### Routing congestion map, run 1

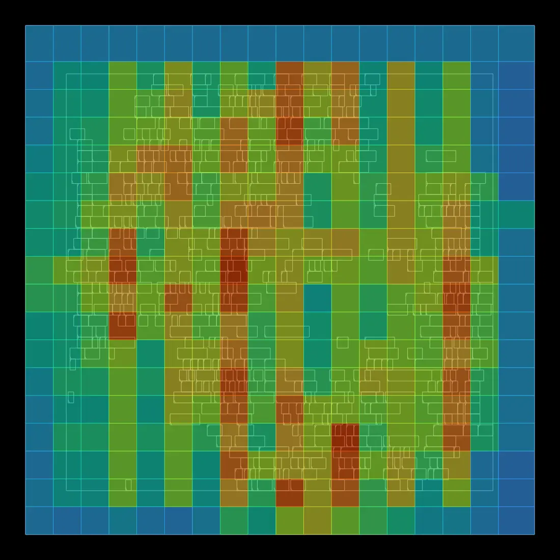
### Gate families picked out, run 1

Scale bar: 50 um.
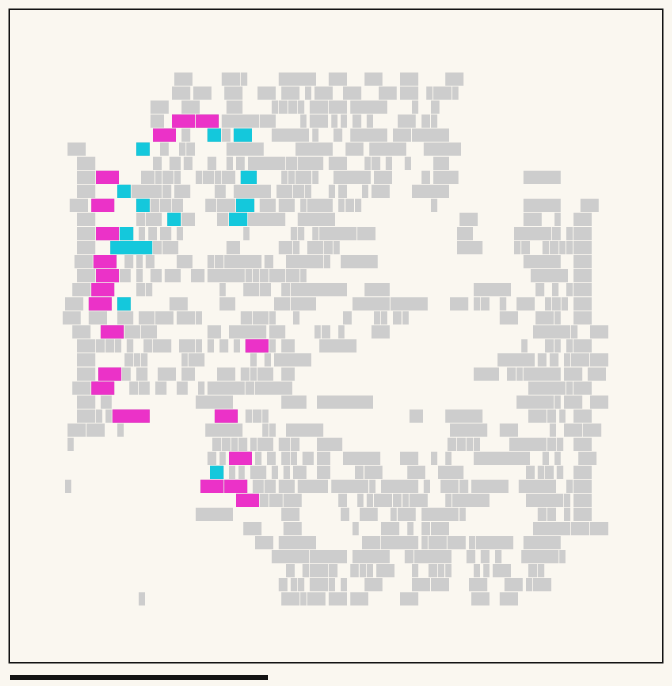
### Cell classes on the final placement, run 1

Scale bar: 50 um.
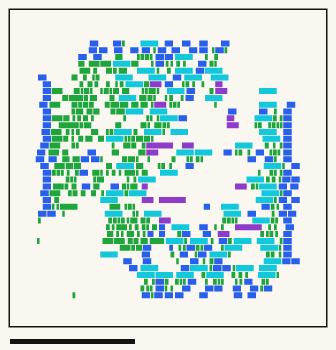
[config.mk]
export PLATFORM = sky130hd
export DESIGN_NAME = branch_fetch_unit
export DESIGN_NICKNAME = d
export VERILOG_FILES = /design/src/rtl/fetch_pkg.sv /design/src/rtl/branch_target_calc.sv /design/src/rtl/branch_fetch_unit.sv
export SDC_FILE = /design/constraint.sdc
export NUM_CORES = 1
export LEC_CHECK = 0
export CAP_MARGIN = 40
export CELL_PAD_IN_SITES_DETAIL_PLACEMENT = 0
export CELL_PAD_IN_SITES_GLOBAL_PLACEMENT = 1
export CORE_MARGIN = 10
export CORE_UTILIZATION = 29
export CTS_BUF_LIST = sky130_fd_sc_hd__clkbuf_8
export CTS_CLUSTER_DIAMETER = 120
export CTS_CLUSTER_SIZE = 25
export DETAILED_ROUTE_END_ITERATION = 8
export GPL_TIMING_DRIVEN = 1
export PLACE_DENSITY = 0.95
export SYNTH_ARGS = -nofsm -noshare
export SYNTH_HDL_FRONTEND = slang
export SYNTH_SLANG_ARGS = --single-unit
[constraint.sdc]
create_clock -name clk -period 3.5 [get_ports clk]
set_clock_uncertainty 0.05 [all_clocks]
set_input_delay 0.525 -clock clk [delete_from_list [all_inputs] [get_ports clk]]
set_output_delay 0.525 -clock clk [all_outputs]
set_load 0.05 [all_outputs]
[src/rtl/fetch_pkg.sv]
// rtl/fetch_pkg.sv - shared types and constants for the instruction fetch unit
package fetch_pkg;

   localparam int DEF_PC_W     = 16;
   localparam int DEF_INST_W   = 32;
   localparam int DEF_IMM_W    = 64;
   localparam int DEF_RESET_PC = 0;
   localparam int PC_STEP      = 4;

   typedef enum logic [1:0] {
      IDLE = 2'd0,
      REQ  = 2'd1,
      WAIT = 2'd2,
      HOLD = 2'd3
   } fetch_state_e;

   typedef struct packed {
      logic                 valid;
      logic                 taken;
      logic [DEF_PC_W-1:0]  pc;
      logic [DEF_IMM_W-1:0] imm;
   } br_res_t;

endpackage

[src/rtl/branch_target_calc.sv]
// rtl/branch_target_calc.sv - branch target: pc + (imm << 1), wrapped and word aligned
module branch_target_calc
   import fetch_pkg::*;
#(
   parameter int PC_W  = DEF_PC_W,
   parameter int IMM_W = DEF_IMM_W
) (
   input  logic [PC_W-1:0]  pc_i,
   input  logic [IMM_W-1:0] imm_i,
   output logic [PC_W-1:0]  target_o
);

   logic [PC_W-1:0] sum;
   logic            unused_imm_hi;

   // Upper immediate bits are pure sign extension; only the low PC_W bits matter after wrap.
   assign unused_imm_hi = ^imm_i[IMM_W-1:PC_W];
   assign sum           = pc_i + (imm_i[PC_W-1:0] << 1);
   assign target_o      = sum & ~PC_W'(3);

endmodule

[src/rtl/branch_fetch_unit.sv]
// rtl/branch_fetch_unit.sv - PC sequencer and single-outstanding fetch; FETCH_REDIRECT_COUNT_EN adds redirect_cnt
module branch_fetch_unit
   import fetch_pkg::*;
#(
   parameter int PC_W     = DEF_PC_W,
   parameter int INST_W   = DEF_INST_W,
   parameter int IMM_W    = DEF_IMM_W,
   parameter int RESET_PC = DEF_RESET_PC
) (
   input  logic              clk,
   input  logic              rst,
   output logic              imem_req_valid,
   input  logic              imem_req_ready,
   output logic [PC_W-1:0]   imem_addr,
   input  logic              imem_rsp_valid,
   input  logic [INST_W-1:0] imem_rsp_data,
   output logic              inst_valid,
   input  logic              inst_ready,
   output logic [INST_W-1:0] inst,
   output logic [PC_W-1:0]   inst_pc,
   input  logic              br_valid,
   input  logic              br_taken,
   input  logic [PC_W-1:0]   br_pc,
   input  logic [IMM_W-1:0]  br_imm,
`ifdef FETCH_REDIRECT_COUNT_EN
   output logic [15:0]       redirect_cnt,
`endif
   output logic              redirect
);

   fetch_state_e      state_q, state_d;
   logic [PC_W-1:0]   pc_q, pc_d;
   logic [INST_W-1:0] inst_q, inst_d;
   logic [PC_W-1:0]   inst_pc_q, inst_pc_d;
   logic              discard_q, discard_d;
   logic              redirect_q, redirect_d;
   logic              take;
   logic [PC_W-1:0]   target;
   br_res_t           br;

   assign br = '{valid: br_valid, taken: br_taken,
                 pc: DEF_PC_W'(br_pc), imm: DEF_IMM_W'(br_imm)};

   branch_target_calc #(.PC_W(PC_W), .IMM_W(IMM_W)) u_target (
      .pc_i     (PC_W'(br.pc)),
      .imm_i    (IMM_W'(br.imm)),
      .target_o (target)
   );

   assign take = br.valid & br.taken & (state_q != IDLE);

   always_comb begin
      state_d    = state_q;
      pc_d       = pc_q;
      inst_d     = inst_q;
      inst_pc_d  = inst_pc_q;
      discard_d  = discard_q;
      redirect_d = 1'b0;
      unique case (state_q)
         IDLE: state_d = REQ;
         REQ:  if (imem_req_ready) state_d = WAIT;
         WAIT: if (imem_rsp_valid) begin
            if (discard_q) begin
               discard_d = 1'b0;
               state_d   = REQ;
            end else begin
               inst_d    = imem_rsp_data;
               inst_pc_d = pc_q;
               state_d   = HOLD;
            end
         end
         HOLD: if (inst_ready) begin
            pc_d    = pc_q + PC_W'(PC_STEP);
            state_d = REQ;
         end
         default: state_d = IDLE;
      endcase

      // A taken branch overrides everything above; an issued request becomes a stale response to drop.
      if (take) begin
         pc_d       = target;
         redirect_d = 1'b1;
         inst_d     = inst_q;
         inst_pc_d  = inst_pc_q;
         unique case (state_q)
            REQ: begin
               state_d   = imem_req_ready ? WAIT : REQ;
               discard_d = imem_req_ready;
            end
            WAIT: begin
               state_d   = imem_rsp_valid ? REQ : WAIT;
               discard_d = ~imem_rsp_valid;
            end
            default: state_d = REQ;
         endcase
      end
   end

   always_ff @(posedge clk) begin
      if (rst) begin
         state_q    <= IDLE;
         pc_q       <= PC_W'(RESET_PC);
         inst_q     <= '0;
         inst_pc_q  <= '0;
         discard_q  <= 1'b0;
         redirect_q <= 1'b0;
      end else begin
         state_q    <= state_d;
         pc_q       <= pc_d;
         inst_q     <= inst_d;
         inst_pc_q  <= inst_pc_d;
         discard_q  <= discard_d;
         redirect_q <= redirect_d;
      end
   end

`ifdef FETCH_REDIRECT_COUNT_EN
   logic [15:0] cnt_q;

   always_ff @(posedge clk) begin
      if (rst) begin
         cnt_q <= '0;
      end else if (redirect_d && cnt_q != 16'hFFFF) begin
         cnt_q <= cnt_q + 16'd1;
      end
   end

   assign redirect_cnt = cnt_q;
`endif

   assign imem_req_valid = (state_q == REQ);
   assign imem_addr      = pc_q;
   assign inst_valid     = (state_q == HOLD);
   assign inst           = inst_q;
   assign inst_pc        = inst_pc_q;
   assign redirect       = redirect_q;

endmodule

==> flow_summary.json, run 1 <==
{
  "status": "complete, no violations",
  "place_area_mm2": 0.004695,
  "fp-utilization_pct": 29.93,
  "rr_worst_depth": 10,
  "layout_top_cell": "clkdlybuf4s50_1",
  "max_freq_mhz": 378.8,
  "logic_area_mm2": 0.001864,
  "worstSetupEndpoint": "imem_addr[15]",
  "die_x_um": 126.2,
  "largestClassByArea": "combinational gates",
  "cp_max_fo": 3,
  "critical_path_buf_inv_count": 2,
  "drt_first_iter_violations": 178,
  "grt_pass1_wl_mm": 15.92,
  "rows": 38,
  "yosys_warnings": 0,
  "syn_inst": 422,
  "worstPathCellList": "clkdlybuf4s50_1 -> inv_1 -> fa_1 -> nand2b_1 -> a21oi_1 -> o21ai_0 -> o211ai_1 -> nand3_1 -> a32o_1",
  "hold_start": "inst_pc[7]",
  "final.clkbuf_count": 10,
  "topCellsByArea": "dfxtp_1 (39%), nand2_1 (13%), a21oi_1 (9.6%)",
  "stdcell_count": 692,
  "cts_htree_levels": 3,
  "io_buffers": 131,
  "first_global_vias": 3164,
  "hold_buffers": 0,
  "p_leak_nw": 1.785,
  "yosys.area.top_type_share_pct": 39.14,
  "wl_met2_mm": 4.615,
  "seq_cells": 64,
  "p_int_mw": 1.462,
  "hold_violations": 0,
  "regArea_mm2": 0.001281,
  "edf_count": 0,
  "cp.arrival_ps": 2830,
  "top_area_cell": "dfxtp_1",
  "power.density_mw_per_mm2": 417.8,
  "top_cell": "nand2_1",
  "buf_share_pct": 27.01,
  "finalMaxSlewViolations": 0,
  "clock_area_share_pct": 5.109,
  "hold_class": "flip-flop to flip-flop",
  "slowest_delay_ps": 480,
  "dr_total_vias": 3278,
  "min_to": "inst_pc[7]",
  "period_minus_slack_ps": 2640,
  "numSynthFlops": 64,
  "wl_mm": 9.834,
  "cts_tree": "built",
  "num_antenna_cells": 0,
  "cts.sinks": 64,
  "critical_path_depth": 9,
  "dr.pass1.iters": 4,
  "seqPwrFrac_pct": 38.2,
  "yosys_cells": 422,
  "worst_path_max_delay_cell": "clkdlybuf4s50_1",
  "yosysChipArea_mm2": 0.003273,
  "sh_comb_area_pct": 37.68,
  "rsz0062_at_grt": "no",
  "taps": 140,
  "design_power_total_mw": 2.067,
  "grt-ovfl-total": 0,
  "syn_to_final_growth_pct": 51.15,
  "finalNetCount": 686,
  "gr-usage-met1_pct": 14.00,
  "post-place-ws_ps": 484.5,
  "ir_drop_uv": 172.6,
  "ff_type": "dfxtp_1",
  "wl_met3_um": 644,
  "r2r-start": "state_q[0]",
  "r2r_slack_ps": 1530,
  "drtAntennaViolNets": 0,
  "maxCapViolations": 0,
  "worst_slew_pin_slew_ps": 596.8,
  "tool_warnings": 80,
  "post-route-util_pct": 45.24,
  "clk_pin_slew_ps": 80,
  "p_comb_share_pct": 23.8,
  "routabilityCongestion": 0.8460,
  "holdWs_ps": 404.2,
  "dieArea_mm2": 0.01594,
  "period_used_pct": 75.42,
  "logic_gates": 327,
  "synth.avg_cell_area_um2": 7.756,
  "cts_resized": 0,
  "root_buffer": "clkbuf_8",
  "p_sw_uw": 604.8,
  "drive_gt1_share_pct": 4.710,
  "cp_top_family": "AND-OR/OR-AND gates",
  "fillCellCount": 1107,
  "wirelength_met1_mm": 4.405,
  "async_reset_ff_share_pct": 0,
  "dp_cells": 676,
  "dp_hpwl_mm": 7.704,
  "start_kind": "input pin",
  "cts_buffer_depth": 2,
  "inverters_excl_clock": 10,
  "cts_buffers": 9,
  "top_usage_layer": "met2",
  "layout_top_cells": "clkdlybuf4s50_1 (130), nand2_1 (115), dfxtp_1 (64)",
  "highest_layer": "met4",
  "worst_slack_ps": 860.3,
  "buffers": 135,
  "die_h_um": 126.2,
  "drc": 0,
  "regToRegEndpoint": "imem_addr[13]",
  "setup_viol": 0,
  "crit_type": "input pin to flip-flop"
}
Notes on 'Routing congestion map' above:
GRT met2 Usage: 19.63%
met3 Usage GRT: 3.649%

Notes on 'Gate families picked out' above:
legend:
  cyan:
    family: AND-OR and OR-AND gates
    cells: 13
  magenta:
    family: adder and majority cells
    cells: 20

Notes on 'Cell classes on the final placement' above:
legend:
  blue:
    class: other buffers and delay cells
    cells: 135
    share_of_their_area: 28%
  green:
    class: combinational and other logic
    cells: 337
    share_of_their_area: 40%
  purple:
    class: clock drivers and dummy loads
    cells: 16
    share_of_their_area: 5.3%
  cyan:
    class: flops
    cells: 64
    share_of_their_area: 27%
core area: 0.01094 mm^2
fin area: 0.004947 mm^2

run 1: cell families after synthesis:
logic type / after synthesis / share of synthesized area (%)
AND/OR/NAND/NOR: 180 / 23.78
AND-OR/OR-AND: 101 / 18.73
flip-flops: 64 / 39.14
buffers and inverters: 34 / 4.434
XOR/XNOR: 21 / 5.619
adder cells (fa/ha/maj): 20 / 7.875
other: 1 / 0.1146
multiplexers: 1 / 0.3058
run 1: power by group through the flow:
stage	Sequential, mW	Clock (mW)	Combinational, mW
final	0.789	0.787	0.491
after CTS	0.789	0.811	0.494
after global routing	0.793	0.841	0.536
after floorplan	0.879	0	0.234
after global placement	0.804	0	0.485
after detailed placement	0.806	0	0.492
==> run 2: changes to the inputs <==
CORE_UTILIZATION = 27   (was 29)
PLACE_DENSITY = 0.92   (was 0.95)
clock period = 2.7 ns   (was 3.5 ns; I/O delays follow)
### Register map, names as in the netlist, run 2

Scale bar: 50 um. Other sequential cells in the stronger grey, the rest of the logic in the fainter grey.
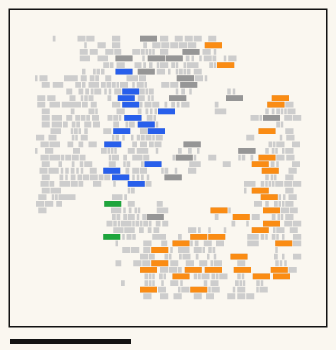
legend:
  green:
    signal: state_q
    placed_flops: 2
  orange:
    signal: inst
    placed_flops: 32
  blue:
    signal: imem_addr
    placed_flops: 14

### Cells by drive strength, run 2

Scale bar: 50 um.
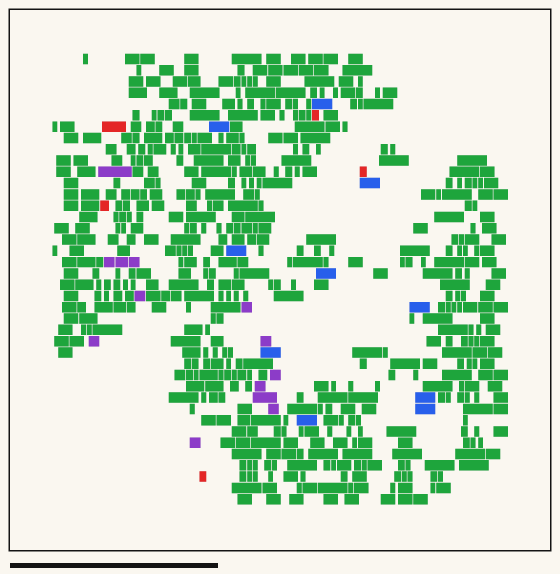
legend:
  red:
    size: _2 cells
    cells: 5
    share: 0.90%
    most_used: clkinv_2
  green:
    size: _0 and _1 cells
    cells: 529
    share: 95%
    most_used: clkdlybuf4s50_1
  purple:
    size: _3 and _4 cells
    cells: 13
    share: 2.3%
    most_used: buf_4
  blue:
    size: _6 and larger
    cells: 10
    share: 1.8%
    most_used: clkbuf_8

==> run 2 against run 1 <==
Against the previous run:
- total power rose by 16%
- worst setup slack got worse by 630 ps
- largest power group unchanged
- clock power shrank 9.1%
- design area shrank 0.81%
- die size is 6.2% higher
- sequential cell count is the same
- clock-buffer cell count stayed put
- global-route usage is 0.060 points lower
==> flow_summary.json, run 2 <==
{
  "status": "complete, no violations",
  "fillCellCount": 1213,
  "taps": 147,
  "worstSetupEndpoint": "inst_valid",
  "rr_worst_depth": 10,
  "grt-ovfl-total": 0,
  "holdWs_ps": 402.8,
  "edf_count": 0,
  "drive_gt1_share_pct": 5.027,
  "top_area_cell": "dfxtp_1",
  "topCellsByArea": "dfxtp_1 (39%), nand2_1 (13%), a21oi_1 (9.6%)",
  "syn_to_final_growth_pct": 49.92,
  "io_buffers": 131,
  "post-route-util_pct": 41.03,
  "sh_comb_area_pct": 37.99,
  "layout_top_cells": "clkdlybuf4s50_1 (130), nand2_1 (115), dfxtp_1 (64)",
  "period_used_pct": 91.31,
  "hold_start": "inst_pc[11]",
  "p_leak_nw": 1.782,
  "yosys.area.top_type_share_pct": 39.14,
  "min_to": "inst_pc[11]",
  "finalMaxSlewViolations": 0,
  "post-place-ws_ps": -105.0,
  "dieArea_mm2": 0.01693,
  "period_minus_slack_ps": 2465,
  "logic_area_mm2": 0.001864,
  "numSynthFlops": 64,
  "worst_slew_pin_slew_ps": 616.7,
  "stdcell_area_mm2": 0.004907,
  "routabilityCongestion": 0.8103,
  "cts_buffer_depth": 2,
  "wl_mm": 10.21,
  "yosys_cells": 422,
  "die_x_um": 130.1,
  "logic_gates": 327,
  "syn_inst": 422,
  "top_cell": "nand2_1",
  "stdcell_count": 704,
  "setup_viol": 0,
  "hold_violations": 0,
  "async_reset_ff_share_pct": 0,
  "max_freq_mhz": 405.6,
  "drc": 0,
  "maxCapViolations": 0,
  "power.density_mw_per_mm2": 486.6,
  "place_area_mm2": 0.004741,
  "dp_cells": 688,
  "r2r_slack_ps": 730,
  "yosysChipArea_mm2": 0.003273,
  "tool_warnings": 80,
  "clk_pin_slew_ps": 70,
  "hold_buffers": 0,
  "r2r-start": "state_q[0]",
  "regToRegEndpoint": "imem_addr[13]",
  "yosys_warnings": 0,
  "grt_pass1_wl_mm": 16.08,
  "drtAntennaViolNets": 0,
  "worst_slack_ps": 234.6,
  "crit_type": "flip-flop to primary output",
  "cts.sinks": 64,
  "first_global_vias": 3258,
  "design_power_total_mw": 2.388,
  "cts_tree": "built",
  "dr.pass1.iters": 4,
  "inverters_excl_clock": 10,
  "seq_cells": 64,
  "synth.avg_cell_area_um2": 7.756,
  "num_antenna_cells": 0,
  "cts_resized": 0,
  "start_kind": "flip-flop",
  "die_h_um": 130.1,
  "rsz0062_at_grt": "no",
  "drt_first_iter_violations": 156,
  "cp_max_fo": 7,
  "largestClassByArea": "combinational gates"
}
### Gate families picked out, run 2

Scale bar: 50 um.
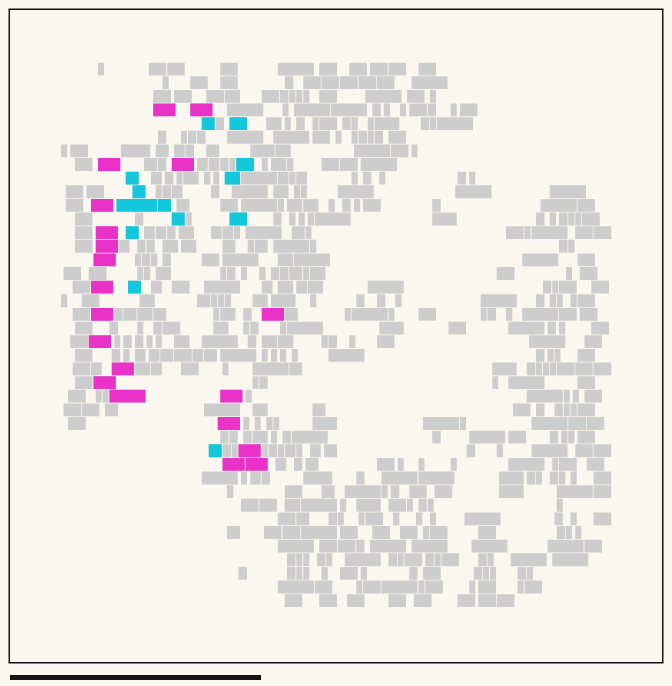
legend:
  cyan:
    family: AND-OR and OR-AND gates
    cells: 13
  magenta:
    family: adder and majority cells
    cells: 20

## run 2: cell counts after synthesis
Identical to the previous run, type by type.
## run 2: cell families after synthesis
group	after synthesis	synth area share, %
xor+xnor	21	5.619
simple gates	180	23.78
other cells	1	0.1146
mux	1	0.3058
flops	64	39.14
compound gates	101	18.73
fa+ha+maj	20	7.875
buf+inv	34	4.434
## run 2: where the power goes
group          internal, mW  switching [mW]
clock                 0.345           0.370
combinational         0.279           0.374
sequential            0.981          0.0393
## run 2: routing by layer
layer  up-vias  part of all wire (%)  GRT usage (%)
met4         0                   1.4          4.960
met2       103                    48          20.11
met3        11                   8.6          4.016
met1      1516                    41          13.09
li1       1690                     -              -
met5         -                     0              0
## run 2: worst max-delay path, cell delays in order, from the launching register on
cell and delay, ps:
dfxtp_1 400, ha_1 350, clkdlybuf4s50_1 910
==> run 3: changes to the inputs <==
RECOVER_POWER = 25   (was not set)
==> run 3 against run 2 <==
Against the previous run:
- design area unchanged
- fmax about the same
- highest routed layer unchanged
- register-to-register slack about the same
- largest cell class unchanged
==> flow_summary.json, run 3 <==
{
  "wl_mm": 10.20,
  "use_met3_pct": 4.016,
  "status": "complete, no violations",
  "crit_type": "flip-flop to primary output",
  "grt-ovfl-total": 0,
  "numSynthFlops": 64,
  "mux_area_share_pct": 0.3058,
  "clk_pin_slew_ps": 70,
  "buf_share_pct": 28.00,
  "final.clkbuf_count": 10,
  "edf_count": 0,
  "hold_start": "inst_pc[11]",
  "finalNetCount": 691,
  "yosysChipArea_mm2": 0.003273,
  "max_freq_mhz": 405.6,
  "dp_cells": 688,
  "stdcell_count": 704,
  "critical_path_depth": 2,
  "cp_max_fo": 7,
  "io_buffers": 131,
  "largestClassByArea": "combinational gates",
  "period_minus_slack_ps": 2466,
  "drtAntennaViolNets": 0,
  "power.density_mw_per_mm2": 485.9,
  "syn_to_final_growth_pct": 49.92,
  "critical_path_buf_inv_count": 1,
  "cts_buffer_depth": 2,
  "num_antenna_cells": 0,
  "routabilityCongestion": 0.8103,
  "rr_worst_depth": 10,
  "worstSetupEndpoint": "inst_valid",
  "top_usage_layer": "met2",
  "cts_htree_levels": 3,
  "slowest_delay_ps": 910,
  "root_buffer": "clkbuf_8",
  "layout_top_cells": "nand2_1 (115), clkdlybuf4s50_1 (105), dfxtp_1 (64)",
  "first_global_vias": 3258,
  "maxCapViolations": 0,
  "core_mm2": 0.01196,
  "taps": 147,
  "yosys.area.top_type_share_pct": 39.14,
  "grt_use_met2_pct": 20.11,
  "cp.arrival_ps": 2010,
  "logic_area_mm2": 0.001864,
  "r2r_slack_ps": 730,
  "period_used_pct": 91.32,
  "cts_resized": 0,
  "layout_top_cell": "nand2_1",
  "fillCellCount": 1213,
  "cp_top_family": "buffers and inverters",
  "dieArea_mm2": 0.01693,
  "place_area_mm2": 0.004741,
  "die_x_um": 130.1,
  "ff_type": "dfxtp_1",
  "clock_area_share_pct": 3.391,
  "syn_inst": 422,
  "holdWs_ps": 399.8,
  "top_area_cell": "dfxtp_1",
  "hold_buffers": 0,
  "post-place-ws_ps": -105.0,
  "top_cell": "nand2_1",
  "dp_hpwl_mm": 7.905,
  "async_reset_ff_share_pct": 0,
  "worst_slew_pin_slew_ps": 618.5,
  "drt_first_iter_violations": 154,
  "fp-utilization_pct": 27.36,
  "grt_pass1_wl_mm": 16.08,
  "hold_violations": 0,
  "die_h_um": 130.1,
  "yosys_warnings": 0
}
-- run 3: cell types whose count changed in the layout (fill, tap and decap cells not counted), sizes merged --
cell           change
clkdlybuf4s50     -25
dlygate4sd3       +25
-- run 3: routing by layer --
layer | wire length [um] | part of all wire, % | vias up
li1 | - | - | 1695
met2 | 4940 | 48 | 107
met3 | 929 | 9.1 | 11
met4 | 146 | 1.4 | 0
met5 | 0 | 0 | -
met1 | 4185 | 41 | 1504
-- run 3: report_power, final --
group          switching (mW)  total [mW]  internal (mW)
clock                   0.370       0.715          0.345
sequential             0.0388        1.02          0.981
combinational           0.373       0.650          0.277
total                   0.782        2.38           1.60
-- run 3: cell families after synthesis --
logic type	Yosys count
simple gates	180
compound gates	101
flops	64
buf+inv	34
xor+xnor	21
fa+ha+maj	20
other cells	1
mux	1
### Cells by drive strength, run 3

Scale bar: 50 um.
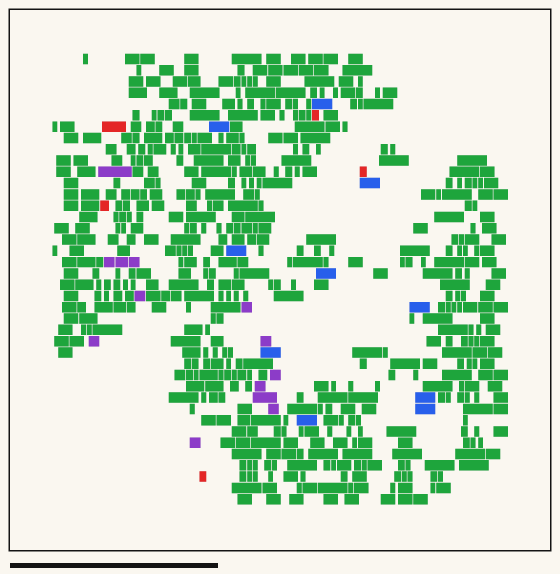
legend:
  green:
    size: _0 and _1 cells
    cells: 529
    share: 95%
    most_used: nand2_1
  purple:
    size: _3 and _4 cells
    cells: 13
    share: 2.3%
    most_used: buf_4
  blue:
    size: _6 and larger
    cells: 10
    share: 1.8%
    most_used: clkbuf_8
  red:
    size: _2 cells
    cells: 5
    share: 0.90%
    most_used: clkinv_2
Buffers, non-clock: 140
Final WS setup: 234.3 ps
fin area: 0.004907 mm^2

### Routing congestion map, run 3

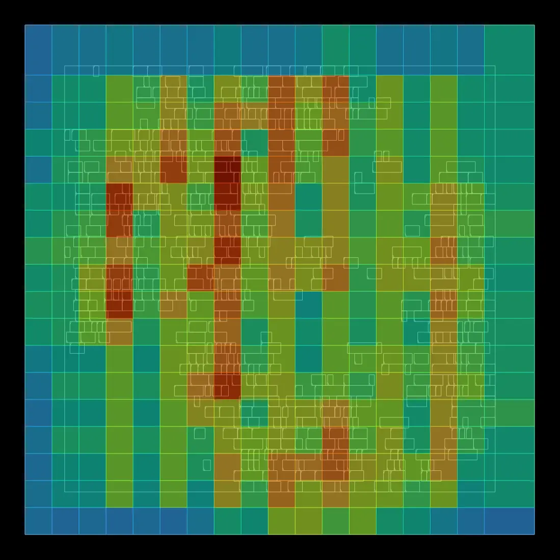
GR Layer Usage met1: 13.09%
All-Layer GR Usage: 11.78%

### Register map, names as in the netlist, run 3

Scale bar: 50 um. Other sequential cells in the stronger grey, the rest of the logic in the fainter grey.
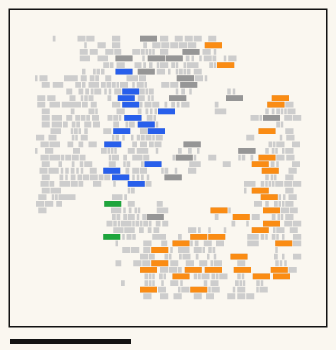
legend:
  blue:
    signal: imem_addr
    placed_flops: 14
  orange:
    signal: inst
    placed_flops: 32
  green:
    signal: state_q
    placed_flops: 2
not coloured: 16
Reg area: 0.001281 mm^2
fin util: 41.03%
Seq group: 1.02 mW

No activity file was given, so power comes from the tool's default toggle rates.
